**Cell sizes after repair**

Scale bar: 20 um.
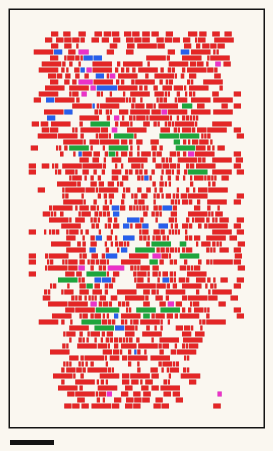
**Metal 3**

Scale bar: 20 um.
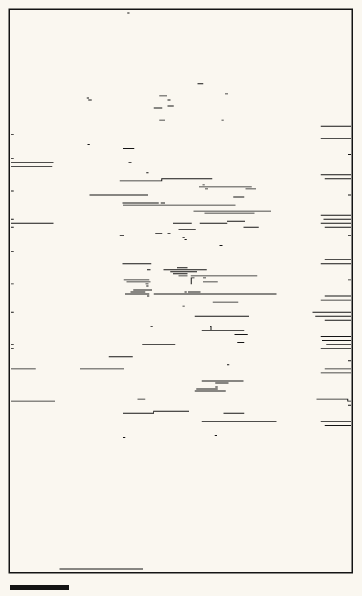
**Metal layers overlaid**

Scale bar: 20 um.
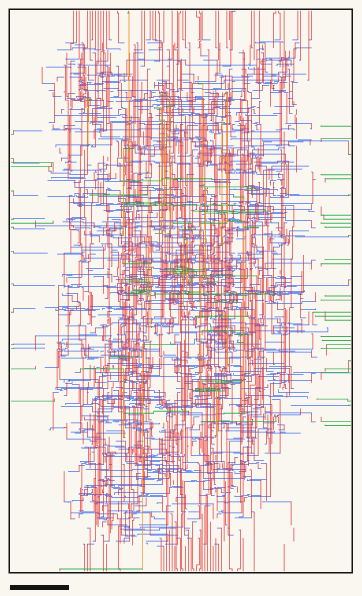
==> config.mk <==
export PLATFORM = sky130hd
export DESIGN_NAME = mem_op_sequencer
export DESIGN_NICKNAME = d
export VERILOG_FILES = /design/src/rtl/mem_op_pkg.sv /design/src/rtl/mem_op_alu.sv /design/src/rtl/mem_op_sequencer.sv
export SDC_FILE = /design/constraint.sdc
export NUM_CORES = 1
export LEC_CHECK = 0
export ABC_CLOCK_PERIOD_IN_PS = 5900
export CAP_MARGIN = 25
export CORE_ASPECT_RATIO = 1.75
export CORE_MARGIN = 8
export CORE_UTILIZATION = 45
export CTS_CLUSTER_SIZE = 25
export DETAILED_ROUTE_END_ITERATION = 7
export PLACE_DENSITY = 0.69
export SLEW_MARGIN = 30
export SYNTH_ARGS = -nofsm -noshare
export SYNTH_HDL_FRONTEND = slang
export SYNTH_SLANG_ARGS = --single-unit
==> constraint.sdc <==
create_clock -name clk -period 5.9 [get_ports clk]
set_input_delay 1.77 -clock clk [delete_from_list [all_inputs] [get_ports clk]]
set_output_delay 1.77 -clock clk [all_outputs]
set_load 0.01 [all_outputs]
==> notes.md <==
Physical design

The number of antenna repair diodes stands at 0. The run finished with clean final reports. Looking at area per cell type in the netlist, the leader is dfrtp_1. The fraction of the core area occupied by cells at floorplan stands at 0.4565.

For the sequential group, total power comes out at roughly 1.5 mW. The number of violations reported at the end of detailed-routing iteration 0 stands at 287. The number of warnings the tools reported stands at between 50 and 60. The design received a total of around 230 well taps at floorplan. In the final layout, the share of cells above drive strength 1 is 0.07482. The worst setup path is captured at an output port.

The most critical min-delay path falls under reg -> reg. The number of max-cap violations stands at 0. The reported leakage power stands at between 4 and 5 nW. The vertical die dimension reported for this design is approximately 190 um. The chip area in the Yosys report stands at 7700 um2. The cell sequence reported for the critical path is nor2b_1, a22oi_1, o21ai_0, clkdlybuf4s50_1. Total power normalized to cell area comes to 638.1 nW/um2. The portion of the post-synthesis area used by sequential elements stands at 0.3867. The top achievable clock speed stands at around 0.26 GHz. Of the total power, the clock network draws 0.169. The power report attributes to the sequential group a share of 0.247.

The placement row count stands at 63. The synthesis run shows the most used standard cells to be nand2_1 (127), dfrtp_1 (119), o21ai_0 (109).
About 'cell sizes after repair':
legend:
  red:
    size: _0 and _1 cells
    cells: 915
    share: 93%
  blue:
    size: _2 cells
    cells: 31
    share: 3.1%
  magenta:
    size: _3 and _4 cells
    cells: 18
    share: 1.8%
  green:
    size: _6 and larger
    cells: 25
    share: 2.5%
non-clock buffer count: 131
final worst setup slack: 2.022 ns

About 'metal 3':
share of all routed wire: 4.3%
nets with wire on the layer: 92
wire length on this layer: 885 um
total via count after detailed routing: 6599
grt met3 use: 0.03030
Total Wirelength: 20430 um

About 'metal layers overlaid':
legend:
  green:
    layer: metal 3
    wire_length: 885 um
  blue:
    layer: metal 1
    wire_length: 7770 um
  orange:
    layer: metal 4
    wire_length: 722 um
  red:
    layer: metal 2
    wire_length: 11100 um
Total Routing Usage GR: 0.1945
Routed WL per cell: 16.80 um

cells in the final DEF, fill, tap and decap left out, types with 3 or more instances in the layout:
master           instances
dfrtp_1                118
inv_1                   71
mux2_1                   5
or3_1                    3
nand2_1                126
buf_4                    7
a31oi_1                  6
xor2_1                  17
mux2_2                   7
a211oi_1                10
and3_1                   6
a21oi_1                 77
nand3_1                 12
nor2b_1                  3
nor2_1                  58
clkinv_4                 4
a2111oi_0               13
ha_1                    65
o21ai_1                 14
clkdlybuf4s50_1        124
o21ai_2                  4
nand4_1                  5
a41oi_1                  4
xnor2_1                 17
a22oi_1                  6
nor3_1                  12
o21ai_0                109
clkbuf_16               17
inv_6                    5
o22ai_1                  4
per-stage QoR:
stage	setup slack [ns]	std cells	power (mW)
finish	2.022	1216	6.021
global route	1.885	1216	6.519
CTS	2.011	1216	6.048
detailed placement	2.460	1184	5.004
global placement	2.480	1184	4.938
floorplan	0.9725	904	3.951
kinds of logic (layout without fill, tap and decap cells):
family,after synthesis,after routing,share of synthesized area
XOR/XNOR,34,34,0.03867
multiplexers,13,13,0.01885
AND/OR/NAND/NOR,243,243,0.1381
adder cells (fa/ha/maj),66,66,0.1082
flip-flops,119,119,0.3867
AND-OR/OR-AND,277,277,0.2160
buffers and inverters,152,237,0.09344
critical path, delay by kind of cell (launching register included):
kind,cells,cell delay (ns)
and+or+nand+nor,1,0.27
AOI/OAI and AO/OA,2,0.29
DFF,1,0.56
buffers and inverters,1,0.57
metal layers:
metal | vias to the layer above | part of all wire | global-route usage | wire [um]
li1 | 3222 | - | - | -
met1 | 3156 | 0.38 | 0.2056 | 7768
met2 | 173 | 0.54 | 0.3638 | 11050
met3 | 48 | 0.043 | 0.03030 | 885
met4 | 0 | 0.035 | 0.08693 | 721
met5 | - | 0 | 0 | 0
Power and IR drop assume default switching activity.
